$ cat config.mk
export PLATFORM = sky130hd
export DESIGN_NAME = header_gpio_bank
export DESIGN_NICKNAME = d
export VERILOG_FILES = /design/src/rtl/header_gpio_bank.sv
export SDC_FILE = /design/constraint.sdc
export NUM_CORES = 1
export LEC_CHECK = 0
export CAP_MARGIN = 10
export CORE_UTILIZATION = 59
export DETAILED_ROUTE_END_ITERATION = 10
export PLACE_DENSITY = 0.86
export SETUP_SLACK_MARGIN = 0.1
export SYNTH_ARGS = -nofsm -noshare
export SYNTH_HDL_FRONTEND = slang
export SYNTH_SLANG_ARGS = --single-unit
export TNS_END_PERCENT = 30
$ cat constraint.sdc
create_clock -name clk_sys_i -period 16.66 [get_ports clk_sys_i]
set_clock_uncertainty 0.2 [all_clocks]
set_input_delay 3.332 -clock clk_sys_i [delete_from_list [all_inputs] [get_ports clk_sys_i]]
set_output_delay 3.332 -clock clk_sys_i [all_outputs]
set_load 0.01 [all_outputs]
$ cat src/rtl/header_gpio_bank.sv
`default_nettype none
// ============================================================================
// Module   : header_gpio_bank
// Purpose  : Bank of header GPIO pins. Registered push-pull / open-drain pad
//            control, synchronised and debounced inputs, sticky per-pin edge
//            interrupts with write-1-to-clear.
// Revision : 1.0 - initial release
// ============================================================================
module header_gpio_bank #(
  parameter int                 NumPins    = 16,
  parameter int                 SyncStages = 2,
  parameter int                 DebounceW  = 16,
  parameter logic [NumPins-1:0] InResetVal = {NumPins{1'b1}}
) (
  input  logic                 clk_sys_i,
  input  logic                 rst_sys_i,
  input  logic [NumPins-1:0]   pin_i,
  output logic [NumPins-1:0]   pin_o,
  output logic [NumPins-1:0]   pin_oe_o,
  input  logic [NumPins-1:0]   out_val_i,
  input  logic [NumPins-1:0]   out_en_i,
  input  logic [NumPins-1:0]   open_drain_i,
  input  logic [DebounceW-1:0] debounce_limit_i,
  output logic [NumPins-1:0]   in_val_o,
  input  logic [NumPins-1:0]   intr_rise_en_i,
  input  logic [NumPins-1:0]   intr_fall_en_i,
  input  logic [NumPins-1:0]   intr_clear_i,
  output logic [NumPins-1:0]   intr_status_o,
  output logic                 intr_o
);

  localparam logic [DebounceW-1:0] c_one = {{(DebounceW-1){1'b0}}, 1'b1};

  logic [NumPins-1:0]   r_pin;
  logic [NumPins-1:0]   r_pin_oe;
  logic [NumPins-1:0]   r_sync [SyncStages];
  logic [NumPins-1:0]   r_in_val;
  logic [NumPins-1:0]   r_status;
  logic [NumPins-1:0]   w_s;
  logic [NumPins-1:0]   w_upd;
  logic [NumPins-1:0]   w_set;
  logic [DebounceW-1:0] w_lim_m1;

  // Pad drive: open-drain pins only ever pull low, so the enable carries the data.
  always_ff @(posedge clk_sys_i or posedge rst_sys_i) begin
    if (rst_sys_i) begin
      r_pin    <= '0;
      r_pin_oe <= '0;
    end else begin
      r_pin    <= out_val_i & ~open_drain_i;
      r_pin_oe <= out_en_i & ~(open_drain_i & out_val_i);
    end
  end

  // Input synchroniser chain; the last stage is the stable sampled value.
  always_ff @(posedge clk_sys_i or posedge rst_sys_i) begin
    if (rst_sys_i) begin
      for (int k = 0; k < SyncStages; k++) begin
        r_sync[k] <= InResetVal;
      end
    end else begin
      r_sync[0] <= pin_i;
      for (int k = 1; k < SyncStages; k++) begin
        r_sync[k] <= r_sync[k-1];
      end
    end
  end

  assign w_s = r_sync[SyncStages-1];

  // A limit of zero behaves as one: the new level must be seen for one cycle.
  always_comb begin
    w_lim_m1 = '0;
    if (debounce_limit_i != '0) begin
      w_lim_m1 = debounce_limit_i - c_one;
    end
  end

  // One debounce counter per pin, producing a single-cycle update strobe.
  for (genvar i = 0; i < NumPins; i++) begin : g_pin
    logic [DebounceW-1:0] r_cnt;

    assign w_upd[i] = (w_s[i] != r_in_val[i]) && (r_cnt >= w_lim_m1);

    // Count mismatch cycles; saturate rather than wrap if the limit is raised late.
    always_ff @(posedge clk_sys_i or posedge rst_sys_i) begin
      if (rst_sys_i) begin
        r_cnt <= '0;
      end else if ((w_s[i] == r_in_val[i]) || w_upd[i]) begin
        r_cnt <= '0;
      end else if (r_cnt != {DebounceW{1'b1}}) begin
        r_cnt <= r_cnt + c_one;
      end
    end
  end

  // Debounced value flips exactly on the pins whose update strobe fired.
  always_ff @(posedge clk_sys_i or posedge rst_sys_i) begin
    if (rst_sys_i) begin
      r_in_val <= InResetVal;
    end else begin
      r_in_val <= r_in_val ^ w_upd;
    end
  end

  assign w_set = w_upd & ((w_s & intr_rise_en_i) | (~w_s & intr_fall_en_i));

  // Sticky status: clear first, then set, so a coincident event is kept.
  always_ff @(posedge clk_sys_i or posedge rst_sys_i) begin
    if (rst_sys_i) begin
      r_status <= '0;
    end else begin
      r_status <= (r_status & ~intr_clear_i) | w_set;
    end
  end

  assign pin_o         = r_pin;
  assign pin_oe_o      = r_pin_oe;
  assign in_val_o      = r_in_val;
  assign intr_status_o = r_status;
  assign intr_o        = |r_status;

endmodule
`default_nettype wire

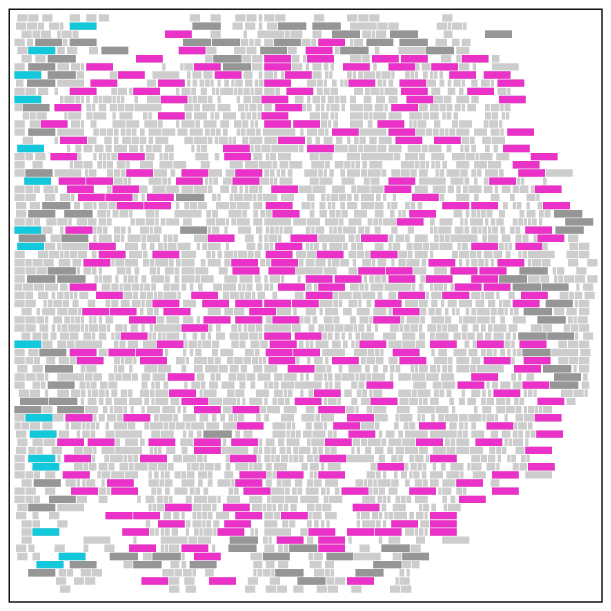
*Register map, names as in the netlist, run 1*
(3 px per um) Other sequential cells in the stronger grey, the rest of the logic in the fainter grey.
| colour | name in the netlist | flops |
|---|---|---|
| cyan | pin_oe_o | 16 |
| magenta | g_pin.r_cnt | 256 |

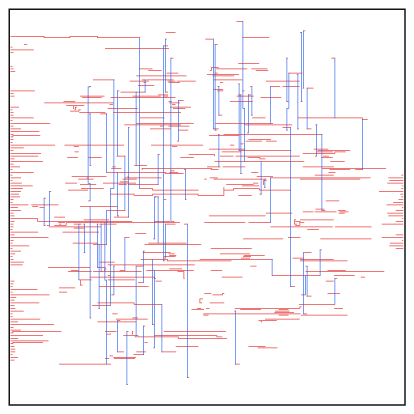
*Wiring by layer, run 1*
(2 px per um) Only two layers are drawn.
| colour | layer | wire length |
|---|---|---|
| blue | met4 | 2230 um |
| red | met3 | 4220 um |

==> summary.txt, run 1 <==
flow finished, numbers: status complete, no violations, clock power share 0.436, Placed Cells 3040, cell count of the worst reg-to-reg path 7, mux frac, synth 0.0174, Area Growth Syn to Fin 16.8%, Syn Nets 2764, Setup violations, final 0, Top cell area share 0.339, Least-Margin Pin Slew 1.22 ns, R2R Path End g_pin[11].r_cnt[15]$_DFFE_PP0P_, post-CTS setup buffers 0, setup TNS 0 ns, inverter count 65, Final ANT Viol Nets 0, final-layout clock-cell area share 0.0470, FF-to-FF Start g_pin[11].r_cnt[0]$_DFFE_PP0P_, #MultiIn Comb 1904, Dominant comb cell simple AND/OR/NAND/NOR gates, Cells after Synth 2360, number of fill cells 2752, worst hold path class reg -> reg, vias in the first global route 19100, fin util 0.698, DIE HEIGHT 197 um, later-pin clock latency in the skew report 0.58 ns, flop share of the area 0.338, leading area contributor after synthesis dfrtp_1, first-pass GRT wire length 93300 um, grt ovf 0, worst reg2reg setup slack 13.74 ns, tool warnings 29, f_max 126 MHz, combinational cell power 0.202 mW, CP max stage cell nand2_1, flip-flops 352, DR WL/cell 18.3 um, unrepaired setup endpoints after global routing no, period utilisation layout 0.477, Top Layout Cells dfrtp_1, ha_1, nor2_1, clkdlybuf4s50_1, nand2_1, sequential power share 0.460, Reg clk slew, reported paths 0.06 ns, Detail Placement HPWL 39400 um, Max H-tree Level 2, port bufs 194, arrival time worst endpoint 8.21 ns, Layout Cells excl Fill 3113, cell internal pwr 1.45 mW, Flop area 8870 um2, cell class ranked first by area logic gates, worst rel slew slack 0.173, Via Count 19400, Hold-fix buffers, CTS 0, nets@finish 2975, Max Root-Sink Buffers 3, combinational power share 0.104, Final Slew Violations 0, # IOs 195, Clock Sinks 352, tap cells 511, Bufs and invs on worst path 1, Post-synth EDFFs 0, crit path DRT 16.92 ns, hold_ws 0.154 ns, Clock group 0.847 mW, Crit. End Element flip-flop, combinational gate area 13200 um2, ys flops 352, Seq/Total Area, Yosys 0.395, power density cells 74.1 nW/um2, Die X 197 um, Num CTS Buffers 39, Non-clk bufs 209, total power draw 1.94 mW, WS Path Type in -> reg, Simple-Gate Area Share 0.237, Worst VDD drop 0.0000768 V, ant diodes 0, min-delay src r_sync[26]$_DFF_PP1_
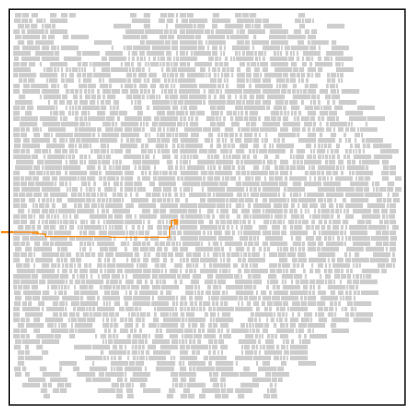
*Nets reached from selected ports, run 1*
(2 px per um)
| colour | port | bits | direction | edge | end cells | wire |
|---|---|---|---|---|---|---|
| orange | intr_o | 1 | output | left | 1 | 96.0 um |

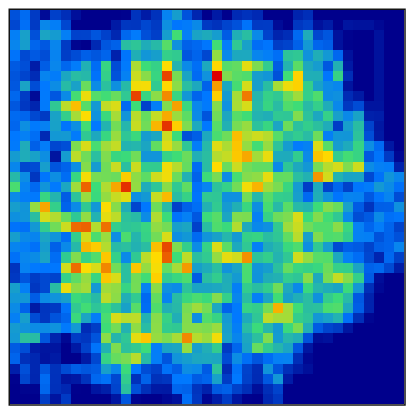
*Routed metal per tile, run 1*
(2 px per um) 39 x 39 tiles, from dark blue (low) to red (high), scaled to the fullest tile. Values are wire area over tile area, all layers added.
mean over tiles: 0.24
tiles over half the peak: 23%
densest ninth of the die: centre
nearly empty tiles: 12%

==> run 1: flip-flops by register name, summed over array words and instances, names as in the netlist, named ones only <==
register / cells
g_pin.r_cnt: 256
r_sync: 16
pin_oe_o: 16
w_s: 16
pin_o: 16
intr_status_o: 16
==> run 1: Yosys cell counts (65+ instances only) <==
master	number
inv_1	65
nor3_1	103
a21oi_1	115
nor2_1	268
o21ai_0	91
nand2_1	173
nand4_1	92
ha_1	274
xor2_1	83
nand3_1	130
xnor2_1	105
dfrtp_1	304
==> run 1: layer usage <==
| layer | vias up | GRT usage | wire, um |
|---|---|---|---|
| li1 | 9150 | - | - |
| met1 | 9351 | 0.386 | 23700 |
| met2 | 777 | 0.485 | 26900 |
| met3 | 165 | 0.0521 | 4220 |
| met4 | 0 | 0.135 | 2230 |
| met5 | - | 0 | 0 |
### Cell outlines without signal wires, run 1

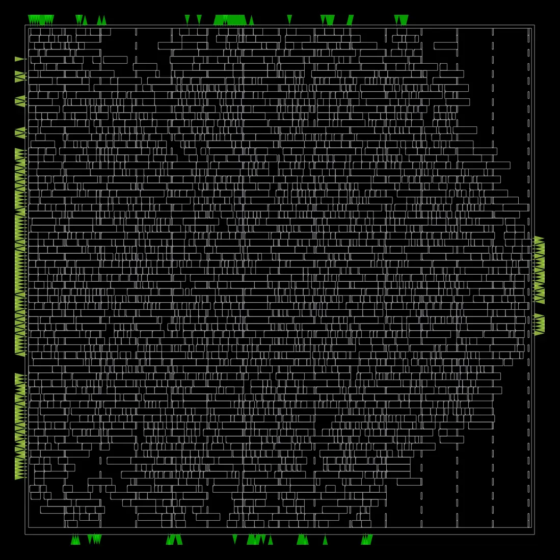

==> run 2, diff against run 1 <==
==> constraint.sdc (replaced) <==
create_clock -name clk_sys_i -period 8 [get_ports clk_sys_i]
set_clock_uncertainty 0.2 [all_clocks]
set_input_delay 1.6 -clock clk_sys_i [delete_from_list [all_inputs] [get_ports clk_sys_i]]
set_output_delay 1.6 -clock clk_sys_i [all_outputs]
set_load 0.01 [all_outputs]
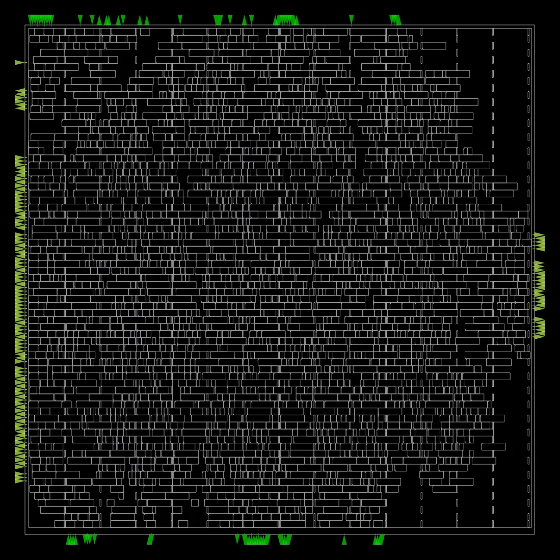
*Cell outlines without signal wires, run 2*
row cnt: 71
Layout Cells excl Fill: 3116
number of fill cells: 2701

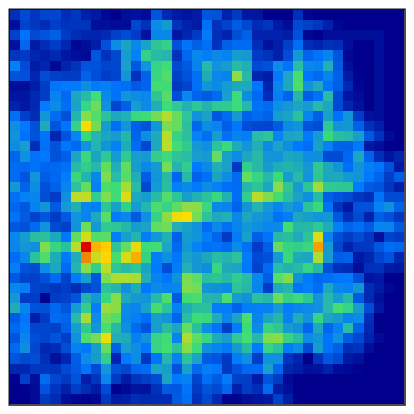
*Routed metal per tile, run 2*
(2 px per um) 39 x 39 tiles, from dark blue (low) to red (high), scaled to the fullest tile. Values are wire area over tile area, all layers added.
tiles over half the peak: 8.2%
nearly empty tiles: 9.1%
emptiest ninth of the die: upper right
mean over tiles: 0.25
fullest tile: 0.98

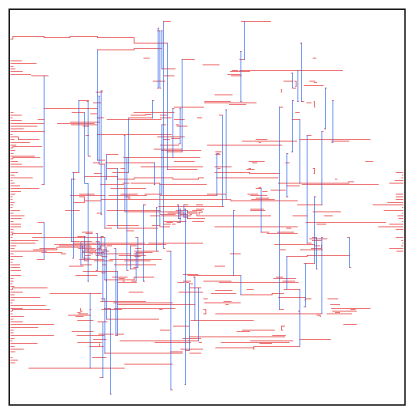
*Wiring by layer, run 2*
(2 px per um) Only two layers are drawn.
| colour | layer | wire length |
|---|---|---|
| blue | met4 | 2530 um |
| red | met3 | 4470 um |

==> summary.txt, run 2 <==
flow finished, numbers: min-delay src r_sync[18]$_DFF_PP1_, max reg flops 256 (unchanged), tool warnings 29 (unchanged), Most Used Layer, Global Route met2, worst reg2reg setup slack 5.00 ns (-8.74 ns), Final Slew Violations 0 (unchanged), Setup violations, final 0 (unchanged), later-pin clock latency in the skew report 0.57 ns (about the same), FF-to-FF Start g_pin[5].r_cnt[0]$_DFFE_PP0P_, DR WL/cell 18.7 um (+2.1%), vias in the first global route 19300 (+0.89%), unrepaired setup endpoints after global routing no, Cells after Synth 2360 (unchanged), ant diodes 0 (unchanged), grt met2 use 0.499 (+0.0140), Final ANT Viol Nets 0 (unchanged), Via Count 19600 (+0.99%), arrival time worst endpoint 6.91 ns (-1.30 ns), total power draw 4.19 mW (+120%), leading area contributor after synthesis dfrtp_1, grt ovf 0 (unchanged), worst rel slew slack 0.118 (-0.0545), combinational cell power 0.421 mW (+110%), status complete, no violations, Top cell area share 0.339 (unchanged), crit path DRT 8.24 ns (-8.68 ns), sequential power share 0.444 (-0.016), cell count of the worst reg-to-reg path 7 (unchanged), Area Growth Syn to Fin 17.4%, worst hold path class reg -> reg, Max Root-Sink Buffers 3 (unchanged), Bufs and invs on worst path 1 (unchanged), f_max 150 MHz, met3 Use GR 0.0521 (unchanged), Placed Cells 3042 (+0.066%), nets@finish 2977 (+0.067%), GRT met1 Usage 0.385 (-0.000590), combinational power share 0.100 (-0.004), Clock Sinks 352 (unchanged), Hold-fix buffers, CTS 0 (unchanged), post-CTS setup buffers 0 (unchanged), port bufs 194 (unchanged), Top reg by flops g_pin.r_cnt, Detail Placement HPWL 40600 um (+3.1%), R2R Path End g_pin[5].r_cnt[10]$_DFFE_PP0P_, Num CTS Buffers 40 (+2.6%), Top Layout Cells dfrtp_1, ha_1, nor2_1, clkdlybuf4s50_1, nand2_1, M1 wire length 23800 um (+0.68%), Clock group 1.91 mW (+130%), CP max stage cell nand2_1, routed wl met3 4470 um (+5.9%), fin util 0.702 (+0.00373), most frequent cell after synthesis dfrtp_1, top cells by count, synth dfrtp_1, ha_1, nor2_1, nand2_1, nand3_1, Least-Margin Pin Slew 1.32 ns (+0.0953 ns), Seq/Total Area, Yosys 0.395 (unchanged)
run 2: cell families (layout without fill, tap and decap cells):
kind of cell             after synthesis  after routing  synth area share
adder cells (fa/ha/maj)              274            274             0.153
buffers and inverters                104            349            0.0180
multiplexers                          37             37            0.0174
XOR/XNOR                             188            188            0.0733
AND/OR/NAND/NOR                     1027           1027             0.237
flip-flops                           352            352             0.395
AND-OR/OR-AND                        378            378             0.107
run 2: layout make-up:
class | count | area (um2) | share of cell area
tap | 511 | 639 | 0.0242
clock buffer | 62 | 1180 | 0.0449
clock inverter | 12 | 170 | 0.00645
multi-input combinational | 1904 | 13200 | 0.500
timing repair buffer | 210 | 2070 | 0.0786
inverter | 65 | 248 | 0.00939
sequential | 352 | 8870 | 0.336
Power is estimated from default activity; no workload was simulated.
